File: config.mk
export PLATFORM = sky130hd
export DESIGN_NAME = instr_fetch
export DESIGN_NICKNAME = d
export VERILOG_FILES = /design/src/rtl/instr_fetch.sv
export SDC_FILE = /design/constraint.sdc
export NUM_CORES = 1
export LEC_CHECK = 0
export CORE_MARGIN = 5
export CORE_UTILIZATION = 30
export DETAILED_ROUTE_END_ITERATION = 12
export GPL_TIMING_DRIVEN = 0
export REMOVE_ABC_BUFFERS = 1
export SLEW_MARGIN = 20
export SYNTH_ARGS = -nofsm -noshare
export SYNTH_HDL_FRONTEND = slang
export SYNTH_SLANG_ARGS = --single-unit
File: constraint.sdc
create_clock -name sys_clk -period 11.3 [get_ports sys_clk]
set_clock_uncertainty 0.1 [all_clocks]
set_input_delay 2.825 -clock sys_clk [delete_from_list [all_inputs] [get_ports sys_clk]]
set_output_delay 2.825 -clock sys_clk [all_outputs]
set_load 0.1 [all_outputs]
File: src/rtl/instr_fetch.sv
// instr_fetch: instruction fetch unit in front of a 1-cycle-latency instruction BRAM.
// Drives the BRAM byte address and tags each returned word with its PC.
// A 2-entry buffer with issue credits lets decode stall without losing the
// word the BRAM delivers on each clock.
//
// Ports:
//   sys_clk, sys_rst        clock, asynchronous active-high reset
//   mem_a        [15:0]     BRAM byte address (the pc register)
//   mem_di       [31:0]     BRAM read data for the address presented last cycle
//   fetch_en                allow new addresses to be issued
//   redirect, redirect_pc   one-cycle flush and restart at redirect_pc (word aligned)
//   ins_valid/ins_ready     valid/ready handshake to decode
//   ins_data     [31:0]     instruction word at the buffer head
//   ins_pc       [15:0]     byte address of ins_data
module instr_fetch #(
  parameter logic [15:0] RESET_PC = 16'h0000
) (
  input  logic        sys_clk,
  input  logic        sys_rst,
  output logic [15:0] mem_a,
  input  logic [31:0] mem_di,
  input  logic        fetch_en,
  input  logic        redirect,
  input  logic [15:0] redirect_pc,
  output logic        ins_valid,
  input  logic        ins_ready,
  output logic [31:0] ins_data,
  output logic [15:0] ins_pc
);

  localparam int unsigned AW = 16;
  localparam int unsigned DW = 32;

  logic [AW-1:0] pc;
  logic [AW-1:0] rsp_pc;
  logic          rsp_valid;

  // Two buffer slots; slot 0 is the head that drives the outputs.
  logic          v0, v1;
  logic [DW-1:0] d0, d1;
  logic [AW-1:0] p0, p1;
  logic          v0_n, v1_n;
  logic [DW-1:0] d0_n, d1_n;
  logic [AW-1:0] p0_n, p1_n;

  logic [1:0]    count;
  logic [2:0]    occ;
  logic          pop;
  logic          issue;

  // Low address bits of the redirect target are dropped by design.
  logic          unused_redirect_lsbs;
  assign unused_redirect_lsbs = ^redirect_pc[1:0];

  assign count = 2'(v0) + 2'(v1);
  assign pop   = v0 && ins_ready;
  assign occ   = 3'(count) + 3'(rsp_valid);
  // Issue only if the word it produces is guaranteed a buffer slot.
  assign issue = fetch_en && !redirect && ((occ - 3'(pop)) < 3'd2);

  // Address / in-flight tracking.
  always_ff @(posedge sys_clk or posedge sys_rst) begin
    if (sys_rst) begin
      pc        <= RESET_PC;
      rsp_pc    <= '0;
      rsp_valid <= 1'b0;
    end else if (redirect) begin
      pc        <= {redirect_pc[AW-1:2], 2'b00};
      rsp_valid <= 1'b0;
    end else begin
      rsp_valid <= issue;
      if (issue) begin
        rsp_pc <= pc;
        pc     <= pc + AW'(4);
      end
    end
  end

  // Buffer next state: pop shifts slot 1 forward, push fills the first free slot.
  always_comb begin
    v0_n = v0;
    v1_n = v1;
    d0_n = d0;
    d1_n = d1;
    p0_n = p0;
    p1_n = p1;
    if (redirect) begin
      v0_n = 1'b0;
      v1_n = 1'b0;
    end else begin
      if (pop) begin
        v0_n = v1;
        d0_n = d1;
        p0_n = p1;
        v1_n = 1'b0;
      end
      if (rsp_valid) begin
        if (!v0_n) begin
          v0_n = 1'b1;
          d0_n = mem_di;
          p0_n = rsp_pc;
        end else begin
          v1_n = 1'b1;
          d1_n = mem_di;
          p1_n = rsp_pc;
        end
      end
    end
  end

  // Buffer registers.
  always_ff @(posedge sys_clk or posedge sys_rst) begin
    if (sys_rst) begin
      v0 <= 1'b0;
      v1 <= 1'b0;
      d0 <= '0;
      d1 <= '0;
      p0 <= '0;
      p1 <= '0;
    end else begin
      v0 <= v0_n;
      v1 <= v1_n;
      d0 <= d0_n;
      d1 <= d1_n;
      p0 <= p0_n;
      p1 <= p1_n;
    end
  end

  assign mem_a     = pc;
  assign ins_valid = v0;
  assign ins_data  = d0;
  assign ins_pc    = p0;

endmodule

### Metal 1, run 1

Supply wires on this layer in gray.
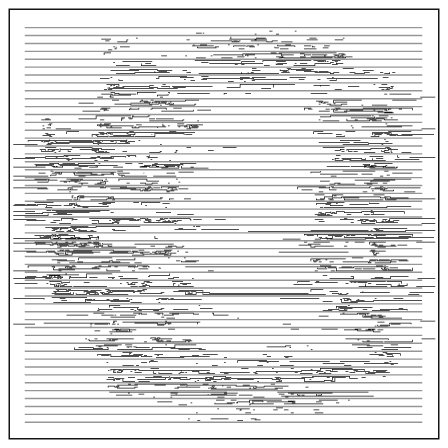
wire length on this layer: 6530 µm
share of all routed wire: 47%
nets with wire on the layer: 626
main direction: horizontal
longest straight run: 54.3 µm
vias: 4289
GR met1 Demand/Resource: 0.172
Post-Route WL: 13.8 mm

### Met2 routing, run 1

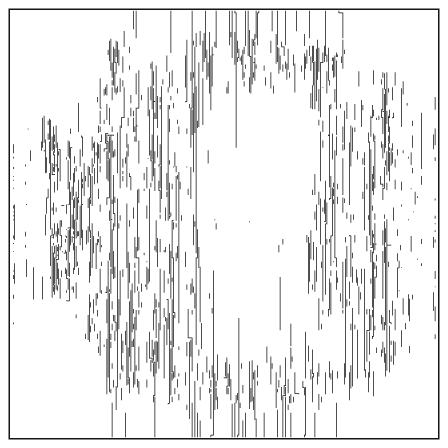
longest straight run: 64.9 µm
wire length on this layer: 6430 µm
main direction: vertical
nets with wire on the layer: 593
M2 GR Usage: 0.212

==> qor.csv, run 1 <==
stage,metric,value,unit
outcome,outcome,finished clean,
power_and_ir_drop,top_power_group,combinational cells,
clocking,cts_sinks,125,
power_and_ir_drop,pg_comb,633,µW
layout,final-seq-area,3130,µm²
critical_path,slowest_delay,950,ps
clocking,cts_root_buf,clkbuf_16,
routing,via_per_inst,4.84,
floorplanning,die_x,148,µm
power_and_ir_drop,clkPwrFrac,0.316,
critical_path,critical_path_arrival,6260,ps
critical_path,rr_startpoint,ins_valid,
layout,layout-drive-gt1-share,0.172,
min_path,holdPathEnd,p1[13],
layout,final_common_cell,dfrtp_1,
final_timing,rsz0062_at_grt,no,
layout,inv_count,20,
floorplanning,initCoreUtil,0.304,
floorplanning,boundaryPins,118,
global_routing,grt_max_degree,87,
logic_synthesis,xor_share,0.00154,
routing,wl_met1,6.53,mm
global_routing,grt_usage,0.132,
floorplanning,rows,50,
clocking,post_cts_resized,0,
placement,dp_hpwl,9.51,mm
power_and_ir_drop,peakVddDrop,0.112,mV
critical_path,r2r-end,rsp_pc[14],
logic_synthesis,syn_area_per_cell,10.6,µm²
layout,final_cell_mix,"dfrtp_1, clkdlybuf4s50_1, nor2_1",
final_timing,worst_pin_slew,1070,ps
min_path,min_from,p1[13],
logic_synthesis,logic_family,multiplexers,
logic_synthesis,yosysMostFrequentCell,dfrtp_1,
logic_synthesis,ys_sh_adder,0.00662,
global_routing,antenna_found_initial,0,
critical_path,cp_data_required_time,11500,ps
power_and_ir_drop,power.leakage,3.54,nW
routing,drc,0,
flow_run,log.warning_count,27,
final_timing,hold_viol_final,0,
critical_path,crit_buf_inv,4,
### M3 wires, run 1

Bar = 50 µm.
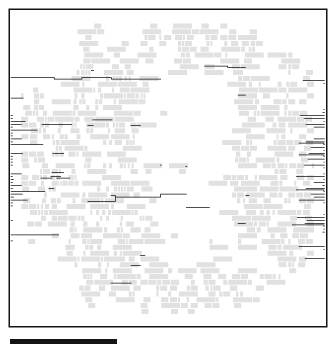
nets with wire on the layer: 83
wire length on this layer: 614 µm
share of all routed wire: 4.5%
main direction: horizontal
longest straight run: 23.0 µm

==> run 2, diff against run 1 <==
- clock period: 11.3 -> 5.6 ns (I/O delays scaled with it)
### Met2 routing, run 2

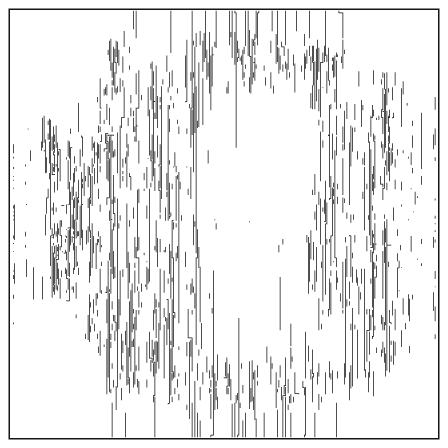
nets with wire on the layer: 593
wire length on this layer: 6430 µm
share of all routed wire: 47%
longest straight run: 64.9 µm

==> run 2 against run 1 <==
Against the previous run: die size stayed put; sequential share of layout area stayed put; register-to-register slack worse by 5700 ps; utilization stayed put; global-route usage stayed put; sequential power is 100% higher; clock power is 100% higher; synthesized cell count stayed put; routed wire length stayed put; final cell count stayed put; worst hold slack stayed put; setup slack worse by 4300 ps.
==> qor.csv, run 2 <==
stage,metric,value,unit
outcome,outcome,finished clean,
min_path,holdPathEnd,p1[13],
critical_path,crit_buf_inv,4,
critical_path,slowest_delay,950,ps
layout,final-seq-area,3130,µm²
final_timing,hold_viol_final,0,
power_and_ir_drop,power.leakage,3.54,nW
floorplanning,die_x,148,µm
floorplanning,initCoreUtil,0.304,
routing,drc,0,
critical_path,critical_path_arrival,4830,ps
global_routing,antenna_found_initial,0,
floorplanning,rows,50,
logic_synthesis,logic_family,multiplexers,
clocking,cts_root_buf,clkbuf_16,
final_timing,worst_pin_slew,1070,ps
routing,routed_wl,13.8,mm
logic_synthesis,yosysMostFrequentCell,dfrtp_1,
critical_path,rr_startpoint,ins_valid,
final_timing,rsz0062_at_grt,no,
global_routing,grt_max_degree,87,
routing,num_vias,4289,
logic_synthesis,xor_share,0.00154,
clocking,post_cts_resized,0,
power_and_ir_drop,top_power_group,combinational cells,
power_and_ir_drop,peakVddDrop,0.226,mV
layout,final_cell_mix,"dfrtp_1, clkdlybuf4s50_1, nor2_1",
global_routing,use_met2,0.212,
global_routing,grt_usage,0.132,
floorplanning,boundaryPins,118,
layout,final_common_cell,dfrtp_1,
power_and_ir_drop,pg_comb,1.28,mW
power_and_ir_drop,clkPwrFrac,0.316,
routing,wl_met1,6.53,mm
routing,via_per_inst,4.84,
layout,layout-drive-gt1-share,0.172,
### M3 wires, run 2

Bar = 50 µm.
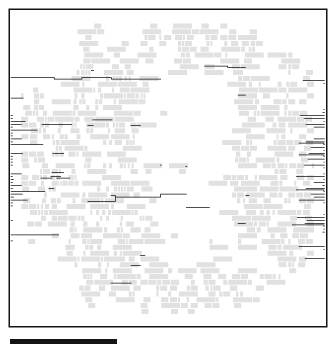
nets with wire on the layer: 83
main direction: horizontal
longest straight run: 23.0 µm

### The clock network, run 2

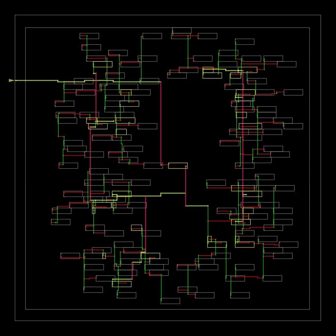

==> run 3, diff against run 2 <==
- clock period: 5.6 -> 4.1 ns (I/O delays scaled with it)
### The clock network, run 3

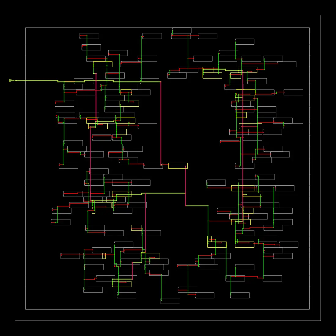
layout clock buffer count: 27
clock-net power: 1.55 mW
Inserted Clock Buffers: 17
clk sinks: 125

### Metal 1, run 3

Supply wires on this layer in gray.
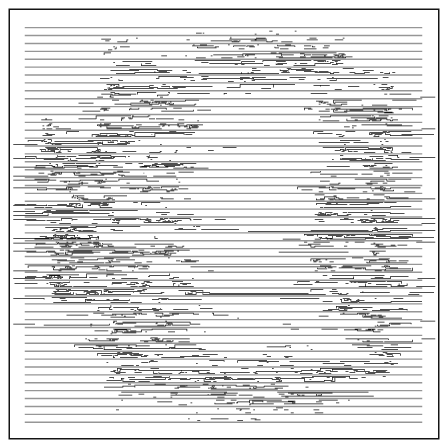
longest straight run: 50.1 µm
nets with wire on the layer: 634

==> run 3 against run 2 <==
Against the previous run: die size unchanged; synthesized cell count is the same; sequential cell count unchanged; worst hold slack about the same; total power increased by 37%; largest cell class unchanged; largest power group unchanged.
==> qor.csv, run 3 <==
stage,metric,value,unit
outcome,outcome,finished clean,
floorplanning,initCoreUtil,0.304,
power_and_ir_drop,pg_comb,1.75,mW
logic_synthesis,syn_area_per_cell,10.6,µm²
routing,wl_met1,6.53,mm
final_timing,maxSlewHeadroom,0.287,
final_timing,rsz0062_at_grt,no,
layout,comb_cells,352,
floorplanning,rows,50,
layout,inv_count,20,
global_routing,grt_usage,0.132,
logic_synthesis,ys.flops,125,
layout,final_common_cell,dfrtp_1,
logic_synthesis,ff_type,dfrtp_1,
logic_synthesis,logic_family,multiplexers,
min_path,min_from,p1[13],
power_and_ir_drop,top_power_group,combinational cells,
logic_synthesis,ys_sh_adder,0.00662,
layout,area_growth,37.8,%
logic_synthesis,synth_warnings,0,
routing,num_vias,4299,
final_timing,worst_pin_slew,1070,ps
routing,met2WireLength,6.45,mm
routing,wl_met3,615,µm
critical_path,slowest_delay,510,ps
critical_path,critical_path_arrival,3900,ps
clocking,cts_root_buf,clkbuf_16,
logic_synthesis,yosysMostFrequentCell,dfrtp_1,
routing,drtPass1Iterations,4,
layout,clock_area_frac,0.0791,
critical_path,crit_buf_inv,4,
clocking,post_cts_resized,2,
logic_synthesis,synthMuxAreaShare,0.150,
routing,drc,0,
global_routing,met1_usage,0.172,
power_and_ir_drop,clkPwrFrac,0.316,
final_timing,hold_viol_final,0,
floorplanning,boundaryPins,118,
min_path,holdPathEnd,p1[13],
power_and_ir_drop,peakVddDrop,0.309,mV
power_and_ir_drop,power.leakage,3.57,nW
layout,dominant_cells,flip-flops and latches,
clocking,ctsHoldBuffers,0,
critical_path,cp_data_required_time,4330,ps
floorplanning,n_tap_cell,234,
power_and_ir_drop,intPower,2.94,mW
global_routing,grt_max_degree,87,
power_and_ir_drop,p_sw,1.95,mW
routing,routed_wl,13.8,mm
layout,layout-drive-gt1-share,0.178,
global_routing,antenna_found_initial,0,
final_timing,report.final.setup_viol,0,
layout,final-seq-area,3130,µm²
routing,via_per_inst,4.83,
critical_path,rr_startpoint,ins_valid,
layout,final_cell_mix,"dfrtp_1, clkdlybuf4s50_1, nor2_1",
flow_run,log.warning_count,27,
placement,dp_hpwl,9.51,mm
critical_path,r2r-end,mem_a[15],
logic_synthesis,xor_share,0.00154,
logic_synthesis,yosysSeqAreaShare,0.551,
global_routing,grt_pass1_vias,4484,
layout,comb_area,2340,µm²
floorplanning,die_x,148,µm
Power and IR drop assume default switching activity.
